Design pwm_multi_deadtime_flat, sky130hd; sources not shown.
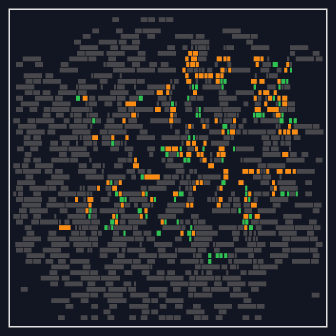
*Gate families picked out*
Key: green = nand cells [cells 83]; orange = aoi and oai cells [cells 135]
non-filler cells, final: 1175
most numerous logic cell after layout: dfrtp_1

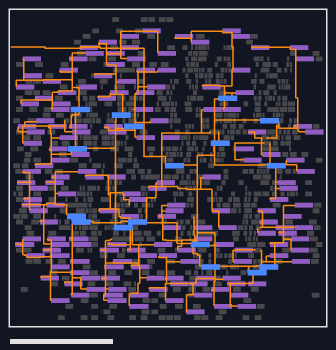
*Routed clock nets over the placement*
Bar = 50 µm.
Key: blue = clock-net drivers [count 17]; purple = flip-flops [count 167]; orange = clock wires [length 2280 µm]
There are 18 routed clock nets. Position of the flops: widely spread.
Clock group: 1.29 mW
clock latency at the later pin of the worst-skew pair: 440 ps

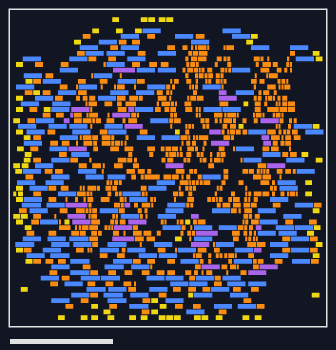
*Cell classes on the final placement*
Bar = 50 µm.
Key: orange = remaining logic cells [cells 620]; purple = clock drivers and dummy loads [cells 32]; yellow = remaining buffers and delay cells [cells 76]; blue = registers [cells 167]
sequential share of cell area: 0.395
Site Rows: 54
Post-Route Utilization: 0.481
design area: 10600 µm²
core area: 22100 µm²

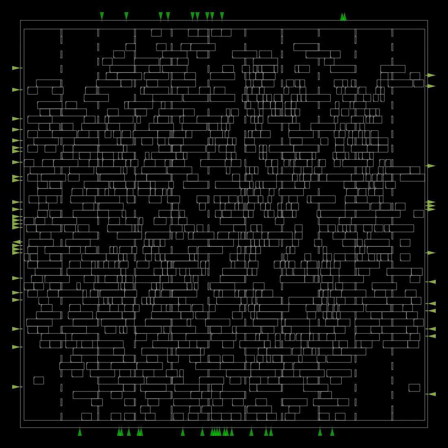
*Placed standard cells*
tapcell count: 280
registers: 167

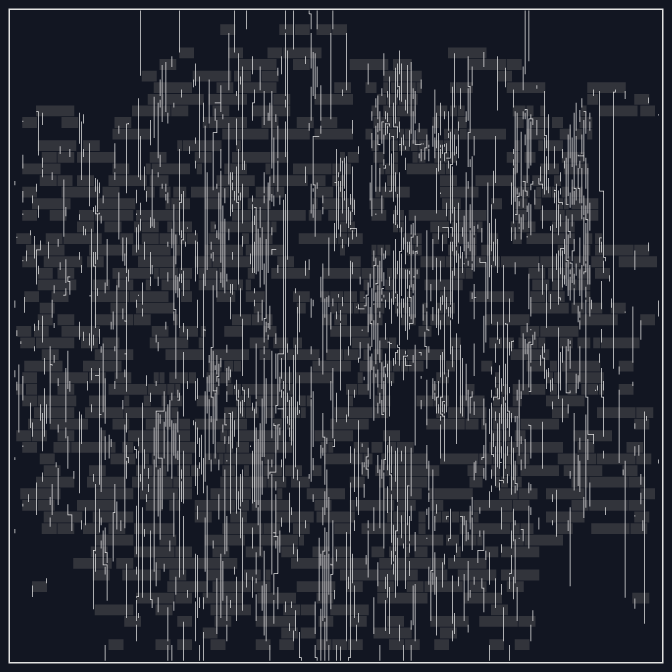
*Signal wires on met2*
824 nets have wire on it. The wires run mostly vertical. The layer carries 8500 µm of wire.
Via Count: 6270
drt total wl: 18.8 mm
met2 Track Usage GR: 0.265

==> run summary <==
Root Driver = clkbuf_16
total track usage = 0.170
dpl cells = 1143
clock skew = 15.4 ps
tool warnings = 42
final worst path period share = 0.512
Syn Inst Count = 829
Max Cap Viol = 0
Min Hold Slack = 85.8 ps
post-DP HPWL = 12.9 mm
inverter count = 60
Commonest flop = dfrtp_1
Post-CTS Hold Buffers = 0
clock-pin slew on the worst setup and hold paths = 70 ps
CTS Sinks = 167
post-CTS setup buffers = 0
Crit path depth = 8
IO Count = 70
Layout area overhead = 16.7%
ClkCell Share = 0.0619
Least-Margin Pin Slew = 790 ps
worst path required time = 6070 ps
EDFF count, synth = 0
vias in the first global route = 6323
clk buf depth = 2
proportion of layout cells with a drive suffix above 1 = 0.217
first-pass GRT wire length = 31.9 mm
DRT iter0 DRCs = 300
number of fill cells = 2015
Avg Synthesized Cell Area = 11.0 µm²
outcome = completed
# Cells Yosys = 829
CP Max Fanout = 10
Layout Nets = 996
Synth cell types = 71
Cell Area, Placed = 9970 µm²
final global-route overflow total = 0
largest net degree at the start of global routing = 62
count of clock buffers in the final design = 17
Die X = 153 µm
Data buffer area share = 0.0696
Avg Vias per Cell = 5.34
Synth top cell by count = dfrtp_1
Worst VDD drop = 0.164 mV
# diodes = 0
Flop area = 4200 µm²
yosys stat area = 9100 µm²
asr flop ratio synth = 1.00
Max-area cell share = 0.415
Tmin final = 2920 ps
top cell category = multi-input combinational cells
area leader, netlist = dfrtp_1
Comb area share = 0.419
Buf/Inv on CP = 0
drt wl/cell = 16.0 µm
setup TNS = 0 ps
Top cells by area = dfrtp_1 42%, mux2_2 15%, ha_1 7.4%, dfstp_2 4.6%, inv_1 2.5%
most frequent cells in the layout = 151 x dfrtp_1, 120 x mux2_2, 67 x clkdlybuf4s50_1, 60 x inv_1, 54 x ha_1
CTS H-tree lvls = 4
Post-synth top cells = 151 x dfrtp_1, 120 x mux2_2, 60 x inv_1, 54 x ha_1, 46 x nand2_1
die area = 23400 µm²
CTS tree = yes
Reg2Reg Setup Slack = 2780 ps
RSZ-0062 raised after global routing = no
comb. cell area = 4450 µm²
Hold Vio Cnt, Final = 0
Syn Nets = 943
Die Span Y = 153 µm
nature of the critical path endpoint = flop
GP Congestion = 0.841
Seq/Total Area, Yosys = 0.461
Final setup viols = 0
Data arrival, critical path = 3290 ps
cells along the critical path = ha_1, and4b_1, nand2_1, a221oi_1, nor2_2, mux2_2, a21boi_0, o221a_2
==> cells by family (layout without fill, tap and decap cells) <==
family          count (synthesis)  count (layout)  synth area share
simple gates                  178             178            0.0972
xor+xnor                       25              25            0.0241
fa+ha+maj                      54              54            0.0742
mux                           136             136             0.166
buf+inv                       102             168            0.0509
flops                         167             167             0.461
compound gates                167             167             0.126
==> metal layers <==
layer,share of wire,wire [µm],track usage
met2,0.45,8500,0.265
met1,0.50,9470,0.240
met4,0.014,269,0.0515
met3,0.028,530,0.0329
met5,0,0,0
==> report_power, final <==
group | internal (mW) | leakage, nW | switching [mW]
registers | 1.39 | 2.01 | 0.156
logic | 0.374 | 2.32 | 0.375
clock network | 0.756 | 0.324 | 0.535
Power is estimated from default activity; no workload was simulated.
